==> src/rtl/capture_mem_reader.sv <==
// capture_mem_reader: readback engine for the banked capture SRAM array.
// It takes a start bank/address and word count, issues one single-port read
// per cycle across consecutive banks, absorbs the 1-cycle SRAM read latency,
// and streams the words out on a valid/ready interface.
//
// Ports:
//   clk, rst               single clock, synchronous active-high reset
//   start, abort           request pulse (sampled in IDLE) / cancel transfer
//   start_bank/addr,rd_len transfer descriptor
//   rd_chip_en, rd_addr    one-hot bank read enable and shared read address
//   mem_dout               concatenated bank Q outputs, bank k at [k*DATA_W +: DATA_W]
//   m_valid/m_ready/m_data/m_last  output stream
//   busy, done, err        status: not idle / normal completion pulse / rejected start pulse
module capture_mem_reader #(
   parameter int NUM_BANK = 24,
   parameter int ADDR_W   = 15,
   parameter int DATA_W   = 36,
   parameter int LEN_W    = 20
) (
   input  logic                       clk,
   input  logic                       rst,
   input  logic                       start,
   input  logic                       abort,
   input  logic [4:0]                 start_bank,
   input  logic [ADDR_W-1:0]          start_addr,
   input  logic [LEN_W-1:0]           rd_len,
   output logic [NUM_BANK-1:0]        rd_chip_en,
   output logic [ADDR_W-1:0]          rd_addr,
   input  logic [NUM_BANK*DATA_W-1:0] mem_dout,
   output logic                       m_valid,
   input  logic                       m_ready,
   output logic [DATA_W-1:0]          m_data,
   output logic                       m_last,
   output logic                       busy,
   output logic                       done,
   output logic                       err
);

   localparam logic [4:0] LAST_BANK = 5'(NUM_BANK - 1);

   typedef enum logic [1:0] {IDLE, RUN, DRAIN, DONE} state_t;

   state_t              state;
   state_t              state_nxt;

   // read pointer / remaining-word count of the active transfer
   logic [4:0]          bank;
   logic [ADDR_W-1:0]   addr;
   logic [LEN_W-1:0]    remaining;
   logic                primed;

   // read issued last cycle: its data is on mem_dout this cycle
   logic                inflight;
   logic [4:0]          inf_bank;
   logic                inf_last;

   // 2-entry output FIFO
   logic [DATA_W-1:0]   fifo_data [2];
   logic                fifo_last [2];
   logic                wr_ptr;
   logic                rd_ptr;
   logic [1:0]          fifo_count;

   logic                err_q;
   logic                start_ok;
   logic                start_bad;
   logic                pop;
   logic                issue;
   logic [2:0]          occupancy;
   logic [DATA_W-1:0]   rd_word;

   always_comb begin
      start_ok  = 1'b0;
      start_bad = 1'b0;
      if (state == IDLE && start && !abort) begin
         if (start_bank > LAST_BANK) start_bad = 1'b1;
         else                        start_ok  = 1'b1;
      end
   end

   assign m_valid = (fifo_count != 2'd0);
   assign m_data  = fifo_data[rd_ptr];
   assign m_last  = fifo_last[rd_ptr];
   assign pop     = m_valid & m_ready;
   assign busy    = (state != IDLE);
   assign done    = (state == DONE);
   assign err     = err_q;

   // Words already owed to the FIFO: its contents plus the read in flight,
   // less the word leaving this cycle. A new read lands two edges later, so
   // only this cycle's pop can be counted on to free a slot.
   assign occupancy = {1'b0, fifo_count} + {2'b00, inflight} - {2'b00, pop};

   // First RUN cycle is a setup cycle (primed=0), so the first word appears
   // on m_valid three edges after the start edge.
   assign issue = (state == RUN) && primed && !abort &&
                  (remaining != '0) && (occupancy < 3'd2);

   always_comb begin
      rd_chip_en = '0;
      rd_addr    = '0;
      if (issue) begin
         rd_chip_en[bank] = 1'b1;
         rd_addr          = addr;
      end
   end

   always_comb begin
      rd_word = '0;
      for (int unsigned k = 0; k < NUM_BANK; k++) begin
         if (inf_bank == 5'(k)) rd_word = mem_dout[k*DATA_W +: DATA_W];
      end
   end

   always_comb begin
      state_nxt = state;
      case (state)
         IDLE:    if (start_ok) state_nxt = (rd_len == '0) ? DONE : RUN;
         RUN:     if (issue && remaining == LEN_W'(1)) state_nxt = DRAIN;
         DRAIN:   if (fifo_count == 2'd0 && !inflight) state_nxt = DONE;
         DONE:    state_nxt = IDLE;
         default: state_nxt = IDLE;
      endcase
      if (abort) state_nxt = IDLE;
   end

   always_ff @(posedge clk) begin
      if (rst) state <= IDLE;
      else     state <= state_nxt;
   end

   always_ff @(posedge clk) begin
      if (rst) begin
         bank         <= '0;
         addr         <= '0;
         remaining    <= '0;
         primed       <= 1'b0;
         inflight     <= 1'b0;
         inf_bank     <= '0;
         inf_last     <= 1'b0;
         fifo_data[0] <= '0;
         fifo_data[1] <= '0;
         fifo_last[0] <= 1'b0;
         fifo_last[1] <= 1'b0;
         wr_ptr       <= 1'b0;
         rd_ptr       <= 1'b0;
         fifo_count   <= 2'd0;
         err_q        <= 1'b0;
      end else begin
         err_q <= start_bad;
         if (abort) begin
            // drop the word in flight and everything buffered
            primed     <= 1'b0;
            inflight   <= 1'b0;
            wr_ptr     <= 1'b0;
            rd_ptr     <= 1'b0;
            fifo_count <= 2'd0;
         end else begin
            if (start_ok) begin
               bank      <= start_bank;
               addr      <= start_addr;
               remaining <= rd_len;
               primed    <= 1'b0;
            end else if (state == RUN) begin
               primed <= 1'b1;
            end

            if (issue) begin
               addr      <= addr + ADDR_W'(1);
               remaining <= remaining - LEN_W'(1);
               if (addr == '1) bank <= (bank == LAST_BANK) ? 5'd0 : bank + 5'd1;
            end

            inflight <= issue;
            inf_bank <= bank;
            inf_last <= (remaining == LEN_W'(1));

            if (inflight) begin
               fifo_data[wr_ptr] <= rd_word;
               fifo_last[wr_ptr] <= inf_last;
               wr_ptr            <= ~wr_ptr;
            end
            if (pop) rd_ptr <= ~rd_ptr;
            fifo_count <= fifo_count + {1'b0, inflight} - {1'b0, pop};
         end
      end
   end

endmodule

==> config.mk <==
export PLATFORM = sky130hd
export DESIGN_NAME = capture_mem_reader
export DESIGN_NICKNAME = d
export VERILOG_FILES = /design/src/rtl/capture_mem_reader.sv
export SDC_FILE = /design/constraint.sdc
export NUM_CORES = 1
export LEC_CHECK = 0
export CAP_MARGIN = 20
export CORE_AREA = 2 2 382 384
export CTS_BUF_LIST = sky130_fd_sc_hd__clkbuf_4 sky130_fd_sc_hd__clkbuf_8 sky130_fd_sc_hd__clkbuf_16
export CTS_CLUSTER_SIZE = 8
export DETAILED_ROUTE_END_ITERATION = 10
export DIE_AREA = 0 0 384 386
export PLACE_DENSITY = 0.3
export SLEW_MARGIN = 20
export SYNTH_ARGS = -nofsm -noshare
export SYNTH_HDL_FRONTEND = slang
export SYNTH_SLANG_ARGS = --single-unit
==> constraint.sdc <==
create_clock -name clk -period 3.4 [get_ports clk]
set_input_delay 0.34 -clock clk [delete_from_list [all_inputs] [get_ports clk]]
set_output_delay 0.34 -clock clk [all_outputs]
set_load 0.01 [all_outputs]
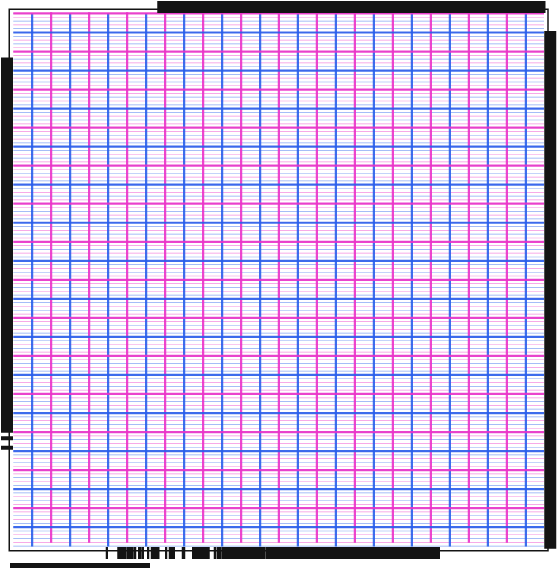
run_1/power_grid.png
Scale bar: 100 µm. Pins as bars on the die edge.
VDD -> magenta
VSS -> blue
signal pins = 989
met5 straps = 28
met4 straps = 27

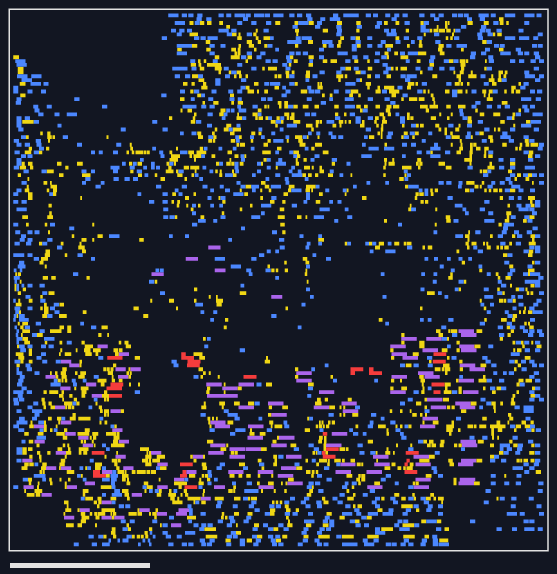
run_1/placement_by_type.png
Scale bar: 100 µm.
flops -> purple  # cells 130
other buffers and delay cells -> blue  # cells 1348
combinational and other logic -> yellow  # cells 1645
clock drivers and dummy loads -> red  # cells 32

==> Changelog: implementation, run 1 <==
### Metrics

- Reg2reg start: fifo_count[1]
- # diodes: 13
- EDFF count, synth: 74
- Slew Viols, Final: 0
- Non-clock buffer share of cell area: 42.85%
- WL final: 186600 µm
- Finished Core Util: 20.87%
- Largest regs: fifo_data (72), remaining (20), addr (15)
- Instance count on the critical path: 16
- CP bufs+invs: 6
- DR pass1 iterations: 8
- Setup TNS: -4.700 ns
- Outcome: finished, violations left
- Hold depth: 5
- FF+latch count: 130
- Xor+xnor area frac: 0.2417%
- Bufs w/o clock: 1348
- First-pass GRT wire length: 234300 µm
- Failing checks: negative setup slack
- Synth Net Count: 2878
- Sequential Power Share: 27.5%
- Crit-path max cell delay: 0.49 ns
- Clk sinks: 130
- Commonest non-fill, non-tap cells in the layout: 948 x clkdlybuf4s50_1, 321 x buf_4, 221 x a21oi_1
- Final setup fails: 38
- DRC viols: 0
- Reg2Reg Depth: 19
- Final setup margin: -0.2321 ns
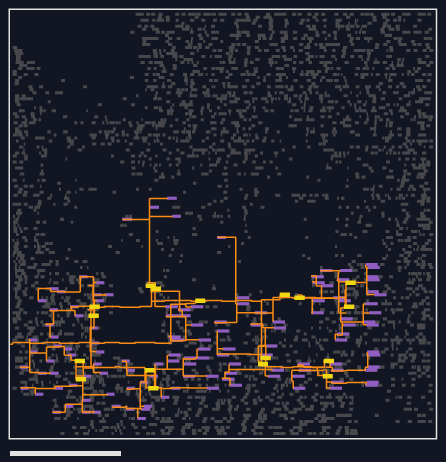
run_1/clk_routes.png
Scale bar: 100 µm.
clock wires -> orange  # length 3070 µm
clock drivers -> yellow  # count 17
flip-flops -> purple  # count 130
routed clock nets = 18
Clock group: 2.12 mW
Clock Skews: 0.01639 ns
clk_lat worst skew: 0.46 ns
Clock power frac: 32.9%

run_1/wires.png
Two of the layers only.
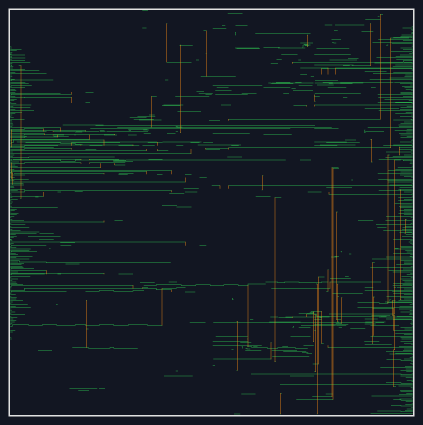

==> run 2, diff against run 1 <==
--- a/config.mk
+++ b/config.mk
@@ -11,6 +11,7 @@
 export CTS_CLUSTER_SIZE = 8
 export DETAILED_ROUTE_END_ITERATION = 10
 export DIE_AREA = 0 0 384 386
+export DONT_BUFFER_PORTS = 1
 export PLACE_DENSITY = 0.3
 export SLEW_MARGIN = 20
 export SYNTH_ARGS = -nofsm -noshare
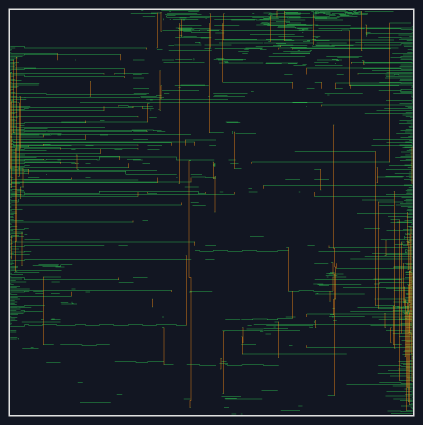
run_2/wires.png
Two of the layers only.
metal 3 -> green  # wire length 18200 µm
metal 4 -> orange  # wire length 4450 µm
vias after detailed routing: 19570
WL final: 181300 µm
GRT Util Overall: 23.24%
mean routed wirelength per cell: 43.52 µm

==> Changelog: implementation, run 2 <==
### Metrics

- Final setup fails: 37 (-2.6%)
- Largest Register: fifo_data
- Placed Cells: 4037
- Finished Core Util: 14.44% (-6.4 points)
- # diodes: 33 (+20)
- Clock Skews: 0.04451 ns (+0.02812 ns)
- CTS tree: yes
- Bufs w/o clock: 411 (-70%)
- Reg2Reg Depth: 9 (-10)
- Share of cells above drive strength 1: 26.97%
- DRT iter0 DRCs: 2048
- Maximum fanout along the worst path: 7
- Xor+xnor area frac: 0.2417% (unchanged)
- DRC viols: 0 (unchanged)
- Failing checks: negative setup slack
- Clk_lat worst skew: 0.52 ns (+0.06 ns)
- RSZ-0062 raised after global routing: yes
- Outcome: finished, violations left
- Minimum hold slack: 0.04113 ns
- Synth Net Count: 2878 (unchanged)
- EDFF count, synth: 74 (unchanged)
- Pre-CTS setup slack: -0.3186 ns
- Reg2reg start: inf_bank[3]
- Largest regs: fifo_data (72), remaining (20), addr (15)
- Worst reg2reg path endpoint: fifo_data[1][12]
- CTS H-tree lvls: 4
- Final setup margin: -0.1412 ns (+0.09087 ns)
- Slew Viols, Final: 0 (unchanged)
- Instance count on the critical path: 15 (-1)
- P&R area growth vs syn: 43.95%
- Critical path's slowest cell: fa_1
- Clk sinks: 130 (unchanged)
- Hold Vio Cnt, Final: 0
- CP bufs+invs: 5 (-1)
- Sequential Power Share: 34.7% (+7.2 points)
- Clock power frac: 38.0% (+5.1 points)
- Hold depth: 2 (-3)
- Die Ht: 386 µm
- First-pass GRT wire length: 219300 µm (-6.4%)
- Setup TNS: -2.346 ns (+2.354 ns)
- Comb. pwr: 1.39 mW
- Avg Synthesized Cell Area: 7.422 µm²
- Clock group: 1.93 mW (-9%)
- FF+latch count: 130 (unchanged)
Power figures rest on the tool's default switching activity, not on a simulated workload.
